Fig. 1: logic cells by family
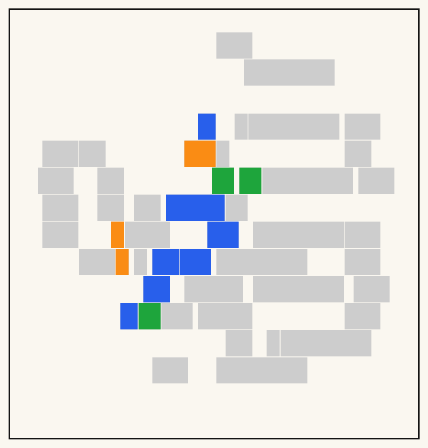
Fig. 2: cell density map
8 x 9 tiles, from white (low) to dark blue (high), 0 to 100% covered.
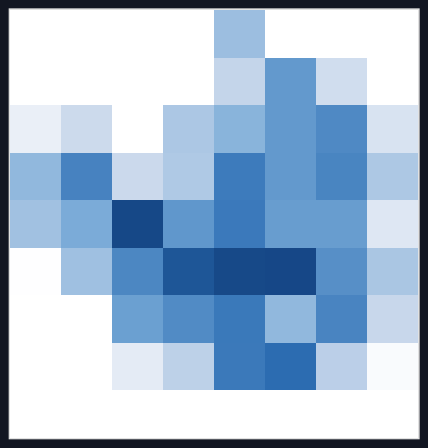
**src/rtl/mod_n_counter_pkg.sv**
```systemverilog
// Shared types and elaboration helpers for the mod-N sequencing counter.
package mod_n_counter_pkg;

  typedef enum logic {
    RUN  = 1'b0,
    HALT = 1'b1
  } state_e;

  // ceil(log2(n)), but never below 1 so that a 1-bit vector is always legal.
  function automatic int clog2_min1(input int n);
    int r;
    r = 0;
    for (int v = n - 1; v > 0; v = v >>> 1) begin
      r = r + 1;
    end
    return (r < 1) ? 1 : r;
  endfunction

endpackage

```
**src/rtl/mod_n_prescaler.sv**
```systemverilog
// Step-strobe generator: one step for every PRESCALE enabled cycles.
module mod_n_prescaler
  import mod_n_counter_pkg::*;
#(
  parameter int PRESCALE = 1
) (
  input  logic clk,
  input  logic rst,
  input  logic en,
  input  logic sync_clr,
  output logic step
);

  generate
    if (PRESCALE <= 1) begin : g_pass
      logic unused_pass;
      assign unused_pass = &{1'b0, clk, rst, sync_clr};
      assign step = en;
    end else begin : g_div
      localparam int PW = clog2_min1(PRESCALE);
      localparam logic [PW-1:0] PHASE_LAST = PW'(PRESCALE - 1);

      logic [PW-1:0] phase_q;
      logic [PW-1:0] phase_d;

      // Unreachable phase encodings simply count up and overflow back to 0.
      always_comb begin
        phase_d = phase_q;
        if (sync_clr) begin
          phase_d = '0;
        end else if (en) begin
          phase_d = (phase_q == PHASE_LAST) ? '0 : phase_q + PW'(1);
        end
      end

      always_ff @(posedge clk or negedge rst) begin
        if (!rst) begin
          phase_q <= '0;
        end else begin
          phase_q <= phase_d;
        end
      end

      assign step = en && (phase_q == PHASE_LAST);
    end
  endgenerate

endmodule

```
**src/rtl/mod_n_counter_fsm.sv**
```systemverilog
// Modulo-MODULUS up/down counter with load, clear, prescaling and one-shot halt;
// the registered wrap pulse lets instances be cascaded.
module mod_n_counter_fsm
  import mod_n_counter_pkg::*;
#(
  parameter int MODULUS  = 3,
  parameter int WIDTH    = clog2_min1(MODULUS),
  parameter int PRESCALE = 1
) (
  input  logic             clk,
  input  logic             rst,
  input  logic             en,
  input  logic             up_dn,
  input  logic             one_shot,
  input  logic             clear,
  input  logic             load,
  input  logic [WIDTH-1:0] load_val,
  output logic [WIDTH-1:0] count,
  output logic             tc,
  output logic             wrap,
  output logic             done,
  output logic             load_err
);

  localparam logic [WIDTH-1:0] COUNT_LAST = WIDTH'(MODULUS - 1);

  state_e           state_q, state_d;
  logic [WIDTH-1:0] count_q, count_d;
  logic             wrap_q, wrap_d;
  logic             done_q, done_d;
  logic             load_err_q, load_err_d;

  logic step;
  logic at_term;
  logic load_ok;
  logic count_bad;

  // Range checks only exist when WIDTH has spare encodings above MODULUS-1.
  generate
    if ((1 << WIDTH) > MODULUS) begin : g_sparse
      assign load_ok   = (load_val <= COUNT_LAST);
      assign count_bad = (count_q > COUNT_LAST);
    end else begin : g_dense
      assign load_ok   = 1'b1;
      assign count_bad = 1'b0;
    end
  endgenerate

  assign at_term = up_dn ? (count_q == COUNT_LAST) : (count_q == '0);

  // Clear and load own the cycle, so the prescaler neither advances nor steps then.
  mod_n_prescaler #(
    .PRESCALE (PRESCALE)
  ) u_prescaler (
    .clk      (clk),
    .rst      (rst),
    .en       (en & ~clear & ~load),
    .sync_clr (clear | (load & load_ok)),
    .step     (step)
  );

  always_comb begin
    state_d    = state_q;
    count_d    = count_q;
    wrap_d     = 1'b0;
    load_err_d = 1'b0;

    if (clear) begin
      count_d = '0;
      state_d = RUN;
    end else if (load) begin
      if (load_ok) begin
        count_d = load_val;
        state_d = RUN;
      end else begin
        load_err_d = 1'b1;
      end
    end else if (count_bad) begin
      count_d = '0;
    end else if (step && (state_q == RUN)) begin
      if (at_term) begin
        if (one_shot) begin
          state_d = HALT;
        end else begin
          count_d = up_dn ? '0 : COUNT_LAST;
          wrap_d  = 1'b1;
        end
      end else begin
        count_d = up_dn ? count_q + WIDTH'(1) : count_q - WIDTH'(1);
      end
    end

    done_d = (state_d == HALT);
  end

  always_ff @(posedge clk or negedge rst) begin
    if (!rst) begin
      state_q    <= RUN;
      count_q    <= '0;
      wrap_q     <= 1'b0;
      done_q     <= 1'b0;
      load_err_q <= 1'b0;
    end else begin
      state_q    <= state_d;
      count_q    <= count_d;
      wrap_q     <= wrap_d;
      done_q     <= done_d;
      load_err_q <= load_err_d;
    end
  end

  assign count    = count_q;
  assign tc       = at_term;
  assign wrap     = wrap_q;
  assign done     = done_q;
  assign load_err = load_err_q;

endmodule

```
**config.mk**
```make
export PLATFORM = sky130hd
export DESIGN_NAME = mod_n_counter_fsm
export DESIGN_NICKNAME = d
export VERILOG_FILES = /design/src/rtl/mod_n_counter_pkg.sv /design/src/rtl/mod_n_prescaler.sv /design/src/rtl/mod_n_counter_fsm.sv
export SDC_FILE = /design/constraint.sdc
export NUM_CORES = 1
export LEC_CHECK = 0
export CORE_AREA = 2 2 39 41
export CTS_BUF_LIST = sky130_fd_sc_hd__clkbuf_16
export DETAILED_ROUTE_END_ITERATION = 7
export DIE_AREA = 0 0 41 43
export HOLD_SLACK_MARGIN = 0.08
export MAX_ROUTING_LAYER = met4
export PLACE_DENSITY = 0.57
export SETUP_SLACK_MARGIN = 0.5
export SYNTH_ARGS = -nofsm -noshare
export SYNTH_HDL_FRONTEND = slang
export SYNTH_HIERARCHICAL = 1
export SYNTH_SLANG_ARGS = --single-unit
```
**constraint.sdc**
```tcl
create_clock -name clk -period 2.6 [get_ports clk]
set_clock_uncertainty 0.15 [all_clocks]
set_input_delay 0.39 -clock clk [delete_from_list [all_inputs] [get_ports clk]]
set_output_delay 0.39 -clock clk [all_outputs]
set_load 0.03 [all_outputs]
```
==> out/metrics.cfg <==
[run_status]
status = finished, final reports clean

[setup_path]
cp_top_family = buffers and inverters
max_stage_delay_ps = 730
startpoint_type = flop
cp-endpoint = count[0]
required_ps = 2060
critPathBufInv = 1
crit_chain = clkdlybuf4s50_1
r2r_cells = 4
worst_setup_path_end_kind = output pin

[logic_synthesis]
synth.area.mux_share_pct = 4.858
synth_top_area_share_pct = 40.49
synth_area_um2 = 309.0
synth_cells = 30
yosysMostFrequentCell = dfrtp_1
ys_sh_simple_pct = 20.24
logic_family = AND-OR/OR-AND gates
synthXorXnorAreaFrac_pct = 5.668
ys_sh_aoi_pct = 23.89
edf_count = 0
synth_seq_share_pct = 40.49
yosys-top-cells-area = dfrtp_1 (40%), xor2_1 (5.7%), o311ai_2 (5.3%)

[final_layout]
layout.nets = 59
nClkBuffers = 3
clkCellAreaFrac_pct = 14.00
comb_area_um2 = 178.9
areaGrowthSynthToFinish_pct = 82.19
comb_cells = 22
nFillCells = 150
seq_area_um2 = 125.1

[grt]
globalRouteTotalUtil_pct = 9.979
grt_pass1_vias = 298
grt_max_degree = 8
grtUsageMet3_pct = 1.571

[clock_network]
ctsHtreeMaxLevel = 1
cts_sinks = 5
clk_latency_ps = 220
hold_buffers = 0
tritoncts = yes

[routing]
viasPerCell = 4.323
drt_wl_total_um = 633
avgRoutedWirePerCell_um = 9.738
drc = 0
ant_nets = 0

[power_and_ir_drop]
p_int_mw = 0.3206
p_seq_mw = 0.0914
combinationalPowerShare_pct = 18.9
p_switching_mw = 0.09344
comb_cell_power_mw = 0.0781
clk-power_mw = 0.245

[sta]
max_clock_freq_mhz = 505.4
worst_pin_slew_ps = 436.5
relSlewSlack_pct = 70.72
min_period_ps = 1979
hold_viol = 0
finalSetupTns_ps = 0
hold_ws_ps = 233.4

[floorplan]
chipArea_um2 = 1763

About Fig. 1:
aoi and oai cells -> blue  # cells 7, where centre
nand cells -> orange  # cells 3
and/or cells -> green  # cells 3
Cell Count, Final, Fillers Out: 65
Comb/total area: 31.78%
Top cell excl fill/tap: clkdlybuf4s50_1

About Fig. 2:
tiles over 75% full = 6.9%
mean over tiles = 31%
emptiest ninth of the die = upper left
densest ninth of the die = centre
fullest tile = 91%
core footprint: 1384 um^2
final core occ: 40.69%
Initial Util: 22.33%

